===== src/rtl/dc_ipu_scale_sequencer.sv =====
// Frame-level raster scan sequencer for the cubic scaler: walks every output
// pixel, tracks fixed-point source positions with saturating DDA accumulators
// and emits one clamped {src position, coefficient} request per output pixel.
module dc_ipu_scale_sequencer #(
  parameter int unsigned COORD_WIDTH      = 12,
  parameter int unsigned STEP_FRACT_WIDTH = 16,
  parameter int unsigned COEFF_WIDTH      = 6
) (
  input  logic                                  clk,
  input  logic                                  nreset,
  input  logic                                  clr,
  input  logic                                  start,
  input  logic [COORD_WIDTH-1:0]                cfg_out_width,
  input  logic [COORD_WIDTH-1:0]                cfg_out_height,
  input  logic [COORD_WIDTH-1:0]                cfg_src_width,
  input  logic [COORD_WIDTH-1:0]                cfg_src_height,
  input  logic [COORD_WIDTH+STEP_FRACT_WIDTH-1:0] cfg_step_x,
  input  logic [COORD_WIDTH+STEP_FRACT_WIDTH-1:0] cfg_step_y,
  output logic                                  busy,
  output logic                                  done,
  output logic                                  out_valid,
  input  logic                                  out_ready,
  output logic [COORD_WIDTH-1:0]                out_src_x,
  output logic [COORD_WIDTH-1:0]                out_src_y,
  output logic [COEFF_WIDTH-1:0]                out_coeff_x,
  output logic [COEFF_WIDTH-1:0]                out_coeff_y,
  output logic                                  out_eol,
  output logic                                  out_eof
);

  localparam int unsigned STEP_WIDTH = COORD_WIDTH + STEP_FRACT_WIDTH;
  localparam int unsigned ACC_WIDTH  = STEP_WIDTH + 1;
  localparam int unsigned SUM_WIDTH  = ACC_WIDTH + 1;
  localparam int unsigned INT_WIDTH  = ACC_WIDTH - STEP_FRACT_WIDTH;
  localparam int unsigned PIX_WIDTH  = COORD_WIDTH + COEFF_WIDTH;

  typedef enum logic [1:0] {
    ST_IDLE = 2'd0,
    ST_RUN  = 2'd1,
    ST_FIN  = 2'd2
  } state_e;

  state_e state_q, state_d;

  logic [COORD_WIDTH-1:0] out_w_q, out_w_d, out_h_q, out_h_d;
  logic [COORD_WIDTH-1:0] src_w_q, src_w_d, src_h_q, src_h_d;
  logic [STEP_WIDTH-1:0]  step_x_q, step_x_d, step_y_q, step_y_d;
  logic [COORD_WIDTH-1:0] x_q, x_d, y_q, y_d;
  logic [ACC_WIDTH-1:0]   acc_x_q, acc_x_d, acc_y_q, acc_y_d;

  logic                   busy_q, busy_d, done_q, done_d, valid_q, valid_d;
  logic [COORD_WIDTH-1:0] src_x_q, src_x_d, src_y_q, src_y_d;
  logic [COEFF_WIDTH-1:0] coeff_x_q, coeff_x_d, coeff_y_q, coeff_y_d;
  logic                   eol_q, eol_d, eof_q, eof_d;

  logic hs_c, last_x_c, last_y_c, accept_c, zero_size_c, run_d;

  // Accumulator add that sticks at all-ones instead of wrapping.
  function automatic logic [ACC_WIDTH-1:0] sat_add(input logic [ACC_WIDTH-1:0]  acc,
                                                   input logic [STEP_WIDTH-1:0] step);
    logic [SUM_WIDTH-1:0] sum;
    sum = SUM_WIDTH'(acc) + SUM_WIDTH'(step);
    return sum[ACC_WIDTH] ? {ACC_WIDTH{1'b1}} : sum[ACC_WIDTH-1:0];
  endfunction

  // Integer texel position clamped to the source extent, plus truncated coefficient.
  function automatic logic [PIX_WIDTH-1:0] clamp_pos(input logic [ACC_WIDTH-1:0]   acc,
                                                     input logic [COORD_WIDTH-1:0] lim);
    logic [INT_WIDTH-1:0] ipart;
    ipart = acc[ACC_WIDTH-1:STEP_FRACT_WIDTH];
    if (ipart >= INT_WIDTH'(lim)) begin
      return {lim - COORD_WIDTH'(1), COEFF_WIDTH'(0)};
    end
    return {ipart[COORD_WIDTH-1:0], acc[STEP_FRACT_WIDTH-1 -: COEFF_WIDTH]};
  endfunction

  assign hs_c        = valid_q & out_ready;
  assign last_x_c    = (x_q == out_w_q - COORD_WIDTH'(1));
  assign last_y_c    = (y_q == out_h_q - COORD_WIDTH'(1));
  assign accept_c    = (state_q == ST_IDLE) & start;
  assign zero_size_c = (cfg_out_width == '0) | (cfg_out_height == '0);

  // State register.
  always_ff @(posedge clk or negedge nreset) begin
    if (!nreset) state_q <= ST_IDLE;
    else         state_q <= state_d;
  end

  // Next-state logic; clr overrides everything.
  always_comb begin
    state_d = state_q;
    unique case (state_q)
      ST_IDLE: if (start) state_d = zero_size_c ? ST_FIN : ST_RUN;
      ST_RUN:  if (hs_c && last_x_c && last_y_c) state_d = ST_FIN;
      ST_FIN:  state_d = ST_IDLE;
      default: state_d = ST_IDLE;
    endcase
    if (clr) state_d = ST_IDLE;
  end

  // Config latch, raster counters and DDA accumulators.
  always_comb begin
    out_w_d  = out_w_q;
    out_h_d  = out_h_q;
    src_w_d  = src_w_q;
    src_h_d  = src_h_q;
    step_x_d = step_x_q;
    step_y_d = step_y_q;
    x_d      = x_q;
    y_d      = y_q;
    acc_x_d  = acc_x_q;
    acc_y_d  = acc_y_q;
    if (clr) begin
      x_d     = '0;
      y_d     = '0;
      acc_x_d = '0;
      acc_y_d = '0;
    end else if (accept_c) begin
      out_w_d  = cfg_out_width;
      out_h_d  = cfg_out_height;
      // A zero source extent behaves as a single texel.
      src_w_d  = (cfg_src_width  == '0) ? COORD_WIDTH'(1) : cfg_src_width;
      src_h_d  = (cfg_src_height == '0) ? COORD_WIDTH'(1) : cfg_src_height;
      step_x_d = cfg_step_x;
      step_y_d = cfg_step_y;
      x_d      = '0;
      y_d      = '0;
      acc_x_d  = '0;
      acc_y_d  = '0;
    end else if ((state_q == ST_RUN) && hs_c) begin
      if (last_x_c) begin
        x_d     = '0;
        acc_x_d = '0;
        if (last_y_c) begin
          y_d     = '0;
          acc_y_d = '0;
        end else begin
          y_d     = y_q + COORD_WIDTH'(1);
          acc_y_d = sat_add(acc_y_q, step_y_q);
        end
      end else begin
        x_d     = x_q + COORD_WIDTH'(1);
        acc_x_d = sat_add(acc_x_q, step_x_q);
      end
    end
  end

  // Output values for the next cycle, derived from the next datapath state.
  always_comb begin
    run_d  = (state_d == ST_RUN);
    busy_d = run_d;
    valid_d = run_d;
    done_d = (state_d == ST_FIN);
    {src_x_d, coeff_x_d} = run_d ? clamp_pos(acc_x_d, src_w_d) : '0;
    {src_y_d, coeff_y_d} = run_d ? clamp_pos(acc_y_d, src_h_d) : '0;
    eol_d = run_d && (x_d == out_w_d - COORD_WIDTH'(1));
    eof_d = eol_d && (y_d == out_h_d - COORD_WIDTH'(1));
  end

  // Datapath and output registers.
  always_ff @(posedge clk or negedge nreset) begin
    if (!nreset) begin
      out_w_q   <= '0;
      out_h_q   <= '0;
      src_w_q   <= '0;
      src_h_q   <= '0;
      step_x_q  <= '0;
      step_y_q  <= '0;
      x_q       <= '0;
      y_q       <= '0;
      acc_x_q   <= '0;
      acc_y_q   <= '0;
      busy_q    <= 1'b0;
      done_q    <= 1'b0;
      valid_q   <= 1'b0;
      src_x_q   <= '0;
      src_y_q   <= '0;
      coeff_x_q <= '0;
      coeff_y_q <= '0;
      eol_q     <= 1'b0;
      eof_q     <= 1'b0;
    end else begin
      out_w_q   <= out_w_d;
      out_h_q   <= out_h_d;
      src_w_q   <= src_w_d;
      src_h_q   <= src_h_d;
      step_x_q  <= step_x_d;
      step_y_q  <= step_y_d;
      x_q       <= x_d;
      y_q       <= y_d;
      acc_x_q   <= acc_x_d;
      acc_y_q   <= acc_y_d;
      busy_q    <= busy_d;
      done_q    <= done_d;
      valid_q   <= valid_d;
      src_x_q   <= src_x_d;
      src_y_q   <= src_y_d;
      coeff_x_q <= coeff_x_d;
      coeff_y_q <= coeff_y_d;
      eol_q     <= eol_d;
      eof_q     <= eof_d;
    end
  end

  assign busy        = busy_q;
  assign done        = done_q;
  assign out_valid   = valid_q;
  assign out_src_x   = src_x_q;
  assign out_src_y   = src_y_q;
  assign out_coeff_x = coeff_x_q;
  assign out_coeff_y = coeff_y_q;
  assign out_eol     = eol_q;
  assign out_eof     = eof_q;

endmodule

===== config.mk =====
export PLATFORM = sky130hd
export DESIGN_NAME = dc_ipu_scale_sequencer
export DESIGN_NICKNAME = d
export VERILOG_FILES = /design/src/rtl/dc_ipu_scale_sequencer.sv
export SDC_FILE = /design/constraint.sdc
export NUM_CORES = 1
export LEC_CHECK = 0
export ABC_AREA = 1
export CAP_MARGIN = 20
export CORE_ASPECT_RATIO = 0.8
export CORE_MARGIN = 5
export CORE_UTILIZATION = 63
export CTS_BUF_LIST = sky130_fd_sc_hd__clkbuf_16
export DETAILED_ROUTE_END_ITERATION = 6
export HOLD_SLACK_MARGIN = 0.08
export PLACE_DENSITY = 0.87
export SETUP_SLACK_MARGIN = 0.3
export SLEW_MARGIN = 20
export SYNTH_ARGS = -nofsm -noshare
export SYNTH_HDL_FRONTEND = slang
export SYNTH_SLANG_ARGS = --single-unit
export TNS_END_PERCENT = 1

===== constraint.sdc =====
create_clock -name clk -period 12.17 [get_ports clk]
set_clock_uncertainty 0.1 [all_clocks]
set_input_delay 3.651 -clock clk [delete_from_list [all_inputs] [get_ports clk]]
set_output_delay 3.651 -clock clk [all_outputs]
set_load 0.05 [all_outputs]

==> notes.md <==
Implementation run completed; key figures follow.

Finish:
- The run puts the count of fill cells added during filler insertion at 1871.
- The largest registers in the layout are acc_x_q: 29 flops, acc_y_q: 29 flops.
- Of the total standard cell area in the layout, the multi-input combinational portion is 47.5%.
- The run gives the final-layout non-clock buffer area share as 8.62%.
- The most common logic cells in the final layout are sky130_fd_sc_hd__nand2_1 (647), sky130_fd_sc_hd__inv_1 (249), sky130_fd_sc_hd__dfrtp_1 (228), sky130_fd_sc_hd__nor2_1 (169), sky130_fd_sc_hd__clkdlybuf4s50_1 (148).
- The run gives the multi-input combinational cell count as 1603.
- The run gives the sequential portion of the cell area as 31.7%.
- The run gives the combinational cell area excluding buffers and inverters as 0.00854 mm2.
- The run puts the proportion of layout cells with a drive suffix above 1 at 5.46%.
- The run gives the layout sequential cell count as 228.
- In the final design, more cell area goes to combinational gates than to any other class.
- The run puts the number of antenna cells inserted at 0.
- The layout report lists the combined flip-flop and latch area as 0.00571 mm2.
- Counting only logic cells after layout, the most numerous master is sky130_fd_sc_hd__nand2_1.
- The run gives the non-filler instance count after layout as 2607.
- The run puts the clock network contribution to total cell area at 4.52%.
- The run puts the layout net count at 2471.

Synthesis:
- Looking at the cell usage after synthesis, the top flip-flop cell is sky130_fd_sc_hd__dfrtp_1.
- For this run, asynchronously set or reset flops after synthesis account for 100%.
- The run gives the count of library flops with an enable pin as 0.
- The run puts the fraction of post-synthesis cell area in the top cell type by area at 36.9%.
- After synthesis, the chip area reported by Yosys is 0.0155 mm2.
- The run gives the total cells reported by yosys after synthesis as 2137.
- The run gives the post-synthesis instance total as 2137.
- The run gives the netlist area before placement as 0.0155 mm2.
- The synthesis stats list as the most numerous cell sky130_fd_sc_hd__nand2_1.
- After synthesis the netlist holds a flip-flop and latch count of 228.
- The run gives the post-synthesis share of cell area spent on xor and xnor gates as 5.55%.
- Yosys attributes the largest share of cell area to sky130_fd_sc_hd__dfrtp_1 (37%), sky130_fd_sc_hd__nand2_1 (16%), sky130_fd_sc_hd__ha_1 (7.1%).
- The run gives the area fraction in mux cells as 0%.
- Counting the warning lines in the Yosys log gives 0.
- The run puts the mean area per synthesized cell at 7.24 um2.
- Sorting the synthesized cells by how often they occur yields sky130_fd_sc_hd__nand2_1 (647), sky130_fd_sc_hd__inv_1 (247), sky130_fd_sc_hd__dfrtp_1 (228).
- For reference, the top logic cell family by area is simple AND/OR/NAND/NOR gates.
- The number of nets handed over by synthesis was 2336.
- The run gives the share of synthesized area occupied by flip-flops and latches as 36.9%.

Worst setup path:
- The critical path is of the in -> reg type.
- The run gives the internal reg-to-reg setup slack as 6670 ps.
- The worst setup path is captured at a flop.
- The run gives the critical path capture point as out_coeff_y[3].
- The run puts the depth of the worst register-to-register path at 30.
- The worst register-to-register path begins at out_w_q[0].
- The kind of cell with the highest combined delay along the critical path is simple AND/OR/NAND/NOR gates.
- The worst setup path is launched from a primary input.
- Looking at the reg2reg group, the worst path ends at out_coeff_y[3].
- The run gives the longest individual stage delay on the worst path as 840 ps.
- The timing report shows the most common cell along the critical path to be sky130_fd_sc_hd__nand2_1.
- The arrival time of data at the worst endpoint is listed as 8470 ps.
- The number of buffers and inverters on the critical path is 4.
- OpenSTA lists the critical path startpoint as clr.

STA:
- Setup repair after global routing left no endpoint under its margin.
- The run gives the shortest period the worst path allows as 8110 ps.
- At the pin with the least slew margin, the transition time is 977 ps.
- The run puts the final number of max-transition violations at 0.
- The run gives the total of endpoints with negative setup slack in the final report as 0.
- The run gives the final-report hold violation count as 0.
- Per the timing report, the achievable frequency comes out to 0.123 GHz.
- The run puts the sum of negative setup slack at 0 ps.

Power:
- The power report puts the net switching power at 0.000673 W.
- The clock network is responsible for 36.3% of the overall power.
- The highest supply drop recorded on VDD is 0.129 mV.
- The run gives the power in combinational cells as 0.000486 W.
- The run gives the switching portion of total power as 31.8%.
- The run puts the power attributed to the clock group at 0.000768 W.
- The power report lists cell-internal power as 0.00144 W.
- Of all power groups, the one with the highest power is sequential cells.
- Registers are responsible for 40.8% of the overall power.
- The leakage power in the latest report is 9.19 nW.
- The run puts the power per standard cell area at 118 mW/mm2.

Routing:
- The run gives the final wirelength as 42800 um.
- The script logs the ratio of routed vias to standard cells as 5.61.
- The run puts the post-detailed-route DRC marker count at 0.
- The run puts the count of routing violations after the opening detailed-route iteration at 1302.
- The run gives the total length of routed met3 wires as 3420 um.
- The run puts the length of the first detailed-routing pass in iterations at 6.
- The run puts the count of antenna-violating nets left after detailed routing at 0.
- Per the detail_route log, the uppermost layer with routed signals is met4.
- The routed wirelength on the met1 layer is recorded as 19200 um.

Min path:
- The run gives the launch instance of the worst min-delay path as acc_x_q[0].
- Checking hold timing, the worst path is listed with class reg -> reg.
- STA shows the worst min-delay path finishing at acc_x_q[0].

CTS:
- TritonCTS built the clock tree.
- The run puts the post-cts resize count at 0.
- Per the post-CTS timing run, clock transition at the registers of the reported paths is 60 ps.
- The run gives the insertion delay to the later sink of the worst-skew pair as 540 ps.
- CTS saw 228 sinks.
- Per the CTS log, the root buffer master is sky130_fd_sc_hd__clkbuf_16.
- The run puts the maximum root-to-sink buffer count at 3.

Status:
- The flow ran to the end, and the final reports show no timing, DRC or antenna violations.

Global routing:
- The run puts the met1 demand-to-capacity share in global routing at 44.7%.
- On met3, the global router reports a usage of 4.71%.
- For this run, the total global-route usage over all layers was measured as 30.7%.
- The total overflow left after global routing is 0.
- The run gives the initial antenna violation count as 0.
- Entering global routing, the biggest net connects 89 pins.
- Global routing put the most usage on met2.
- The run gives the via count of the first global-routing pass as 13989.

Floorplan:
- The run gives the horizontal die dimension as 185 um.
- The run gives the area of the placeable core as 0.0242 mm2.
- According to the I/O placement log, the pin count is 150.
- The floorplan has 51 rows.
- For this configuration, the core starts out at a cell density of 63.8%.
- The floorplan step defined a die boundary enclosing 0.0278 mm2.

Place:
- Buffers placed on the I/O ports in this run total 149.
- The run gives the instance count after placement with tap cells included as 2564.
- Summing all placed instances gives a cell area of 0.0172 mm2.
- The run gives the pre-CTS setup slack as 3690 ps.
- The final weighted congestion recorded by global placement is 0.946.
- According to the dpl log, the detail-placed design has an HPWL of 32000 um.

Flow run:
- The run puts the number of max-capacitance violations reported at 0.
- The number of warnings reported in the stage logs is 26.
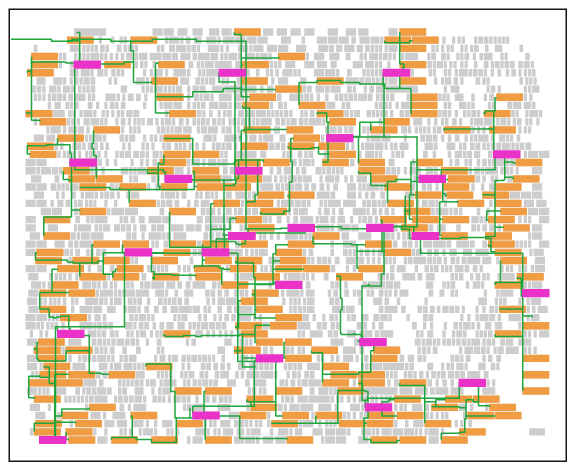
**Above:** clock network drawn from the DEF.
Scale: 3 px per um.
Magenta is cells driving clock nets, count 24. Green is clock wires, length 2980 um. Orange is flip-flops, count 228.
Position of the flops: all over the die. There are 25 routed clock nets.

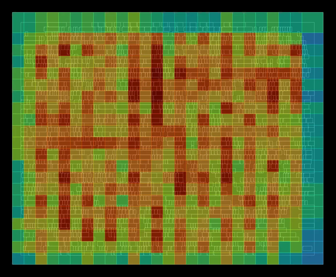
**Above:** track usage over the die.
final core occ: 74.1%
wire per inst: 16.4 um
met2 routing resource usage after global routing: 48.7%

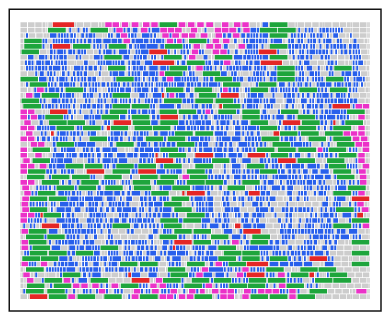
**Above:** cell classes on the final placement.
Scale: 2 px per um. Fill, decap, tap and diode cells in grey.
Blue is all other logic, cells 1862, share of their area 54%. Red is clock drivers and dummy loads, cells 43, share of their area 4.6%. Green is flip-flops, cells 228, share of their area 32%. Magenta is other buffers and delay cells, cells 156, share of their area 8.8%.

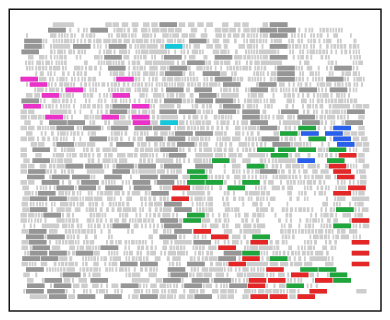
**Above:** sequential cells grouped by signal name.
Scale: 2 px per um. Other sequential cells in the stronger grey, the rest of the logic in the fainter grey.
Red is step_x_q, placed flops 28. Green is acc_x_q, placed flops 29. Blue is out_coeff_x, placed flops 6, where right middle. Cyan is state_q, placed flops 2. Magenta is x_q, placed flops 12.
Another 151 sequential cells are not coloured.

Power figures rest on the tool's default switching activity, not on a simulated workload.
